$ cat config.mk
export PLATFORM = sky130hd
export DESIGN_NAME = i3c_bus_arbiter
export DESIGN_NICKNAME = d
export VERILOG_FILES = /design/src/rtl/i3c_bus_arbiter.sv
export SDC_FILE = /design/constraint.sdc
export NUM_CORES = 1
export LEC_CHECK = 0
export CAP_MARGIN = 20
export CORE_ASPECT_RATIO = 0.9
export CORE_MARGIN = 1.5
export CORE_UTILIZATION = 52
export DETAILED_ROUTE_END_ITERATION = 6
export PLACE_DENSITY = 0.79
export SETUP_SLACK_MARGIN = 0.02
export SYNTH_ARGS = -nofsm -noshare
export SYNTH_HDL_FRONTEND = slang
export SYNTH_SLANG_ARGS = --single-unit
$ cat constraint.sdc
create_clock -name clk -period 5.8 [get_ports clk]
set_input_delay 0.87 -clock clk [delete_from_list [all_inputs] [get_ports clk]]
set_output_delay 0.87 -clock clk [all_outputs]
set_load 0.05 [all_outputs]
$ cat src/rtl/i3c_bus_arbiter.sv
// I3C bus-ownership controller.
// Assigns dynamic addresses after reset, then grants the bus to one device at
// a time: IBI requests beat mastership requests, and each class is served
// round-robin from a shared pointer. The owner's data beats pass straight
// through to the bus side with no buffering; a mastership is cut off after
// MAX_BURST accepted beats so no device can hog the bus.
module i3c_bus_arbiter #(
    parameter int         NUM_DEV   = 8,
    parameter int         DATA_W    = 8,
    parameter logic [6:0] ADDR_MIN  = 7'h08,
    parameter logic [6:0] ADDR_MAX  = 7'h7F,
    parameter int         MAX_BURST = 16
) (
    input  logic                        clk,
    input  logic                        rst_n,
    input  logic [NUM_DEV-1:0]          dev_mst_req,
    input  logic [NUM_DEV-1:0]          dev_ibi_req,
    input  logic [NUM_DEV-1:0]          dev_valid,
    input  logic [NUM_DEV*DATA_W-1:0]   dev_data,
    output logic [NUM_DEV-1:0]          dev_ready,
    output logic [NUM_DEV-1:0]          grant,
    output logic [2:0]                  state,
    output logic                        bus_valid,
    input  logic                        bus_ready,
    output logic [DATA_W-1:0]           bus_data,
    output logic [6:0]                  bus_addr,
    output logic                        bus_ibi,
    output logic [7:0]                  burst_cnt,
    output logic                        daa_valid,
    output logic [$clog2(NUM_DEV)-1:0]  daa_dev,
    output logic [6:0]                  daa_addr
);

    localparam int DEV_W = $clog2(NUM_DEV);

    // Reject parameter sets that cannot be built.
    if (int'(ADDR_MIN) + NUM_DEV - 1 > int'(ADDR_MAX)) begin : g_addr_range_error
        $error("i3c_bus_arbiter: ADDR_MIN+NUM_DEV-1 exceeds ADDR_MAX");
    end
    if (NUM_DEV < 2 || NUM_DEV > 32) begin : g_num_dev_error
        $error("i3c_bus_arbiter: NUM_DEV must be in 2..32");
    end
    if (MAX_BURST < 1 || MAX_BURST > 255) begin : g_burst_error
        $error("i3c_bus_arbiter: MAX_BURST must be in 1..255");
    end

    typedef enum logic [2:0] {
        ST_DAA           = 3'd0,
        ST_IDLE          = 3'd1,
        ST_MASTERSHIP    = 3'd2,
        ST_DATA_TRANSFER = 3'd3,
        ST_IBI_ACK       = 3'd4
    } state_t;

    state_t             state_q, state_d;
    logic [DEV_W-1:0]   owner_q, owner_d;
    logic [DEV_W-1:0]   rr_q, rr_d;
    logic [NUM_DEV-1:0] grant_q, grant_d;
    logic [7:0]         burst_q, burst_d;
    logic [DEV_W-1:0]   daa_idx_q, daa_idx_d;
    logic               daa_valid_q, daa_valid_d;
    logic [DEV_W-1:0]   daa_dev_q, daa_dev_d;
    logic [6:0]         daa_addr_q, daa_addr_d;
    logic [6:0]         bus_addr_q, bus_addr_d;
    logic [6:0]         addr_q [NUM_DEV];

    logic [DEV_W-1:0]   ibi_pick, mst_pick;
    logic [DATA_W-1:0]  owner_beat;
    logic               in_xfer;
    logic               handshake;
    logic [7:0]         burst_inc;
    logic [6:0]         daa_addr_now;

    // First set bit of req searching upward from ptr+1, wrapping around.
    function automatic logic [DEV_W-1:0] rr_pick(input logic [NUM_DEV-1:0] req,
                                                 input logic [DEV_W-1:0]   ptr);
        logic [DEV_W-1:0] sel;
        logic [DEV_W-1:0] idx;
        logic             found;
        sel   = ptr;
        found = 1'b0;
        for (int k = 1; k <= NUM_DEV; k++) begin
            idx = DEV_W'((int'(ptr) + k) % NUM_DEV);
            if (!found && req[idx]) begin
                sel   = idx;
                found = 1'b1;
            end
        end
        return sel;
    endfunction

    assign ibi_pick     = rr_pick(dev_ibi_req, rr_q);
    assign mst_pick     = rr_pick(dev_mst_req, rr_q);
    assign in_xfer      = (state_q == ST_DATA_TRANSFER) || (state_q == ST_IBI_ACK);
    assign handshake    = bus_valid & bus_ready;
    assign burst_inc    = burst_q + 8'd1;
    assign daa_addr_now = ADDR_MIN + 7'(daa_idx_q);

    // Select the owner's beat with constant slices only.
    always_comb begin
        owner_beat = '0;
        for (int i = 0; i < NUM_DEV; i++) begin
            if (owner_q == DEV_W'(i)) owner_beat = dev_data[i*DATA_W +: DATA_W];
        end
    end

    // Zero-latency passthrough between the owner and the bus side.
    always_comb begin
        // NOTE: every output of a combinational block gets a default first so
        // no path leaves it unassigned and infers a latch.
        bus_valid = 1'b0;
        bus_data  = '0;
        bus_ibi   = 1'b0;
        dev_ready = '0;
        if (in_xfer) begin
            bus_valid          = dev_valid[owner_q];
            bus_data           = owner_beat;
            bus_ibi            = (state_q == ST_IBI_ACK);
            dev_ready[owner_q] = bus_ready;
        end
    end

    // Next-state logic: address assignment, arbitration and release rules.
    always_comb begin
        state_d     = state_q;
        owner_d     = owner_q;
        rr_d        = rr_q;
        grant_d     = grant_q;
        burst_d     = burst_q;
        daa_idx_d   = daa_idx_q;
        daa_valid_d = 1'b0;
        daa_dev_d   = daa_dev_q;
        daa_addr_d  = daa_addr_q;
        bus_addr_d  = bus_addr_q;

        case (state_q)
            ST_DAA: begin
                daa_valid_d = 1'b1;
                daa_dev_d   = daa_idx_q;
                daa_addr_d  = daa_addr_now;
                if (daa_idx_q == DEV_W'(NUM_DEV - 1)) begin
                    daa_idx_d = '0;
                    state_d   = ST_IDLE;
                end else begin
                    daa_idx_d = daa_idx_q + 1'b1;
                end
            end

            ST_IDLE: begin
                if (|dev_ibi_req) begin
                    owner_d           = ibi_pick;
                    rr_d              = ibi_pick;
                    grant_d           = '0;
                    grant_d[ibi_pick] = 1'b1;
                    bus_addr_d        = addr_q[ibi_pick];
                    state_d           = ST_IBI_ACK;
                end else if (|dev_mst_req) begin
                    owner_d           = mst_pick;
                    rr_d              = mst_pick;
                    grant_d           = '0;
                    grant_d[mst_pick] = 1'b1;
                    bus_addr_d        = addr_q[mst_pick];
                    state_d           = ST_MASTERSHIP;
                end
            end

            ST_MASTERSHIP: begin
                if (dev_mst_req[owner_q]) begin
                    burst_d = '0;
                    state_d = ST_DATA_TRANSFER;
                end else begin
                    grant_d = '0;
                    state_d = ST_IDLE;
                end
            end

            ST_DATA_TRANSFER: begin
                // An accepted beat always counts; a dropped request is only
                // honoured on a cycle without a handshake.
                if (handshake) begin
                    burst_d = burst_inc;
                    if (burst_inc == 8'(MAX_BURST)) begin
                        grant_d = '0;
                        state_d = ST_IDLE;
                    end
                end else if (!dev_mst_req[owner_q]) begin
                    grant_d = '0;
                    state_d = ST_IDLE;
                end
            end

            ST_IBI_ACK: begin
                if (handshake) begin
                    grant_d = '0;
                    state_d = ST_IDLE;
                end
            end

            default: state_d = ST_DAA;
        endcase
    end

    // Control registers.
    always_ff @(posedge clk or negedge rst_n) begin
        if (!rst_n) begin
            state_q     <= ST_DAA;
            owner_q     <= '0;
            rr_q        <= DEV_W'(NUM_DEV - 1);
            grant_q     <= '0;
            burst_q     <= '0;
            daa_idx_q   <= '0;
            daa_valid_q <= 1'b0;
            daa_dev_q   <= '0;
            daa_addr_q  <= '0;
            bus_addr_q  <= '0;
        end else begin
            // NOTE: sequential state uses non-blocking assignments so every
            // register samples pre-edge values regardless of statement order.
            state_q     <= state_d;
            owner_q     <= owner_d;
            rr_q        <= rr_d;
            grant_q     <= grant_d;
            burst_q     <= burst_d;
            daa_idx_q   <= daa_idx_d;
            daa_valid_q <= daa_valid_d;
            daa_dev_q   <= daa_dev_d;
            daa_addr_q  <= daa_addr_d;
            bus_addr_q  <= bus_addr_d;
        end
    end

    // Dynamic address table, written once per device during DAA.
    always_ff @(posedge clk or negedge rst_n) begin
        if (!rst_n) begin
            // NOTE: the table is tiny and read right after DAA, so it is
            // reset to keep bus_addr defined; larger memories would not be.
            for (int i = 0; i < NUM_DEV; i++) addr_q[i] <= '0;
        end else if (state_q == ST_DAA) begin
            addr_q[daa_idx_q] <= daa_addr_now;
        end
    end

    assign state     = state_q;
    assign grant     = grant_q;
    assign burst_cnt = burst_q;
    assign daa_valid = daa_valid_q;
    assign daa_dev   = daa_dev_q;
    assign daa_addr  = daa_addr_q;
    assign bus_addr  = bus_addr_q;

endmodule
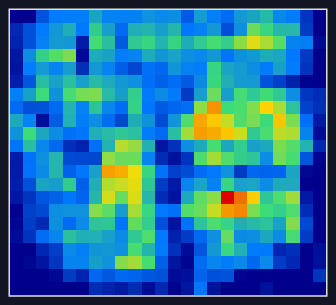
**Above:** routed metal per tile.
24 x 22 tiles, from dark blue (low) to red (high), scaled to the fullest tile. Values are wire area over tile area, all layers added.
fullest tile: 0.82
tiles over half the peak: 16%
nearly empty tiles: 9.5%
emptiest ninth of the die: bottom left
mean over tiles: 0.25

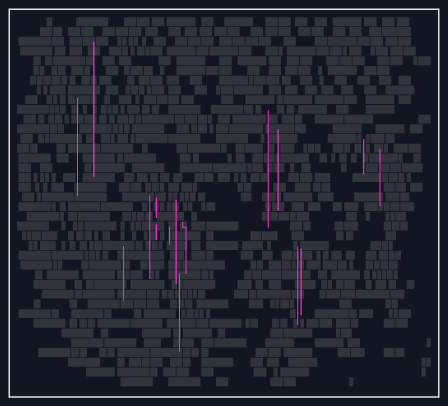
**Above:** signal wires on met4.
nets with wire on the layer: 13
wire length on this layer: 297 um
Via Count: 6044
Total Wirelength: 19.4 mm

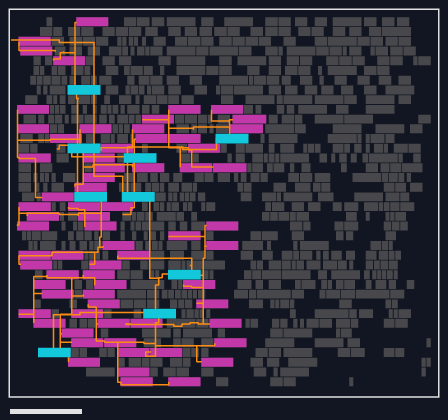
**Above:** clock distribution.
Scale bar: 20 um.
[cyan] cells driving clock nets | count: 9
[orange] clock wires | length: 886 um
[magenta] flip-flops | count: 69
routed clock nets: 10

==> flow_summary.json <==
{
  "comb_area_um2": 4220,
  "setup.worst_path.start_class": "register",
  "outcome": "completed",
  "met1Wirelength_mm": 8.07,
  "drc": 0,
  "fp-row-count": 38,
  "final-instance-count-excl-fill": 927,
  "p_per_area_nw_per_um2": 635,
  "critPathSlowestCell": "dfstp_2",
  "drtAntennaViolNets": 0,
  "first_iter_violations": 767,
  "path_cells": "inv_2 > ha_1 > mux4_1 > nand2_1 > o211ai_1 > a21boi_1 > nand4b_1 > a21oi_2 > buf_4 > nor3_1 > a2111o_1 > a21oi_1 > o41ai_2",
  "simple_gate_share": 0.191,
  "critPathKind": "register to register",
  "cell_internal_pwr_mw": 2.51,
  "sw_frac_of_total": 0.506,
  "synth-seq-area-share": 0.271,
  "seq-power_mw": 0.817,
  "drv_cap": 0,
  "synthFlopType": "dfrtp_1",
  "cts_root_buf": "clkbuf_16",
  "fin_crit_sh": 0.813,
  "combPwrFrac": 0.731
}
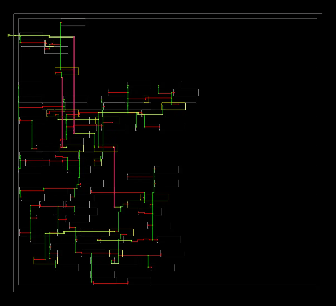
**Above:** the clock network.
Worst Skew: 0.00647 ns
CTS sink cnt: 69
Num CTS Buffers: 9
CLK BUF: 10

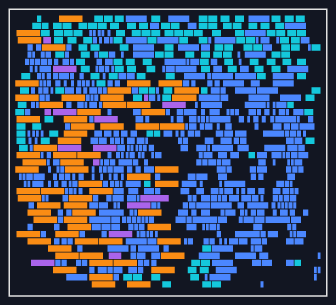
**Above:** placement by cell class.
[orange] flip-flops | cells: 69 | share of their area: 22%
[purple] clock drivers and dummy loads | cells: 15 | share of their area: 3.8%
[cyan] other buffers and delay cells | cells: 148 | share of their area: 19%
[blue] all other logic | cells: 535 | share of their area: 55%

area by class of cell:
class | instances | share of cell area
Multi-Input combinational cell | 513 | 0.529
Sequential cell | 69 | 0.217
Timing Repair Buffer | 148 | 0.182
Clock buffer | 10 | 0.0299
Tap cell | 160 | 0.0251
Inverter | 22 | 0.0103
Clock inverter | 5 | 0.00736
registers in the layout (all words and copies together) (netlist names):
register	cells
grant	8
owner_q	3
daa_dev	2
state	3
daa_addr	2
rr_q	3
bus_addr	4
daa_valid	1
addr_q	32
daa_idx_q	3
burst_cnt	8
cell usage in the layout, fill, tap and decap left out, drive strengths merged, types with 24 or more instances in the layout:
cell type      Yosys  routed
clkdlybuf4s50      0     138
dfrtp             66      66
mux2              24      24
mux2i             40      40
mux4              51      51
nand2             57      57
nand2b            24      24
nand3             25      25
nor2              49      49
o21ai             30      30
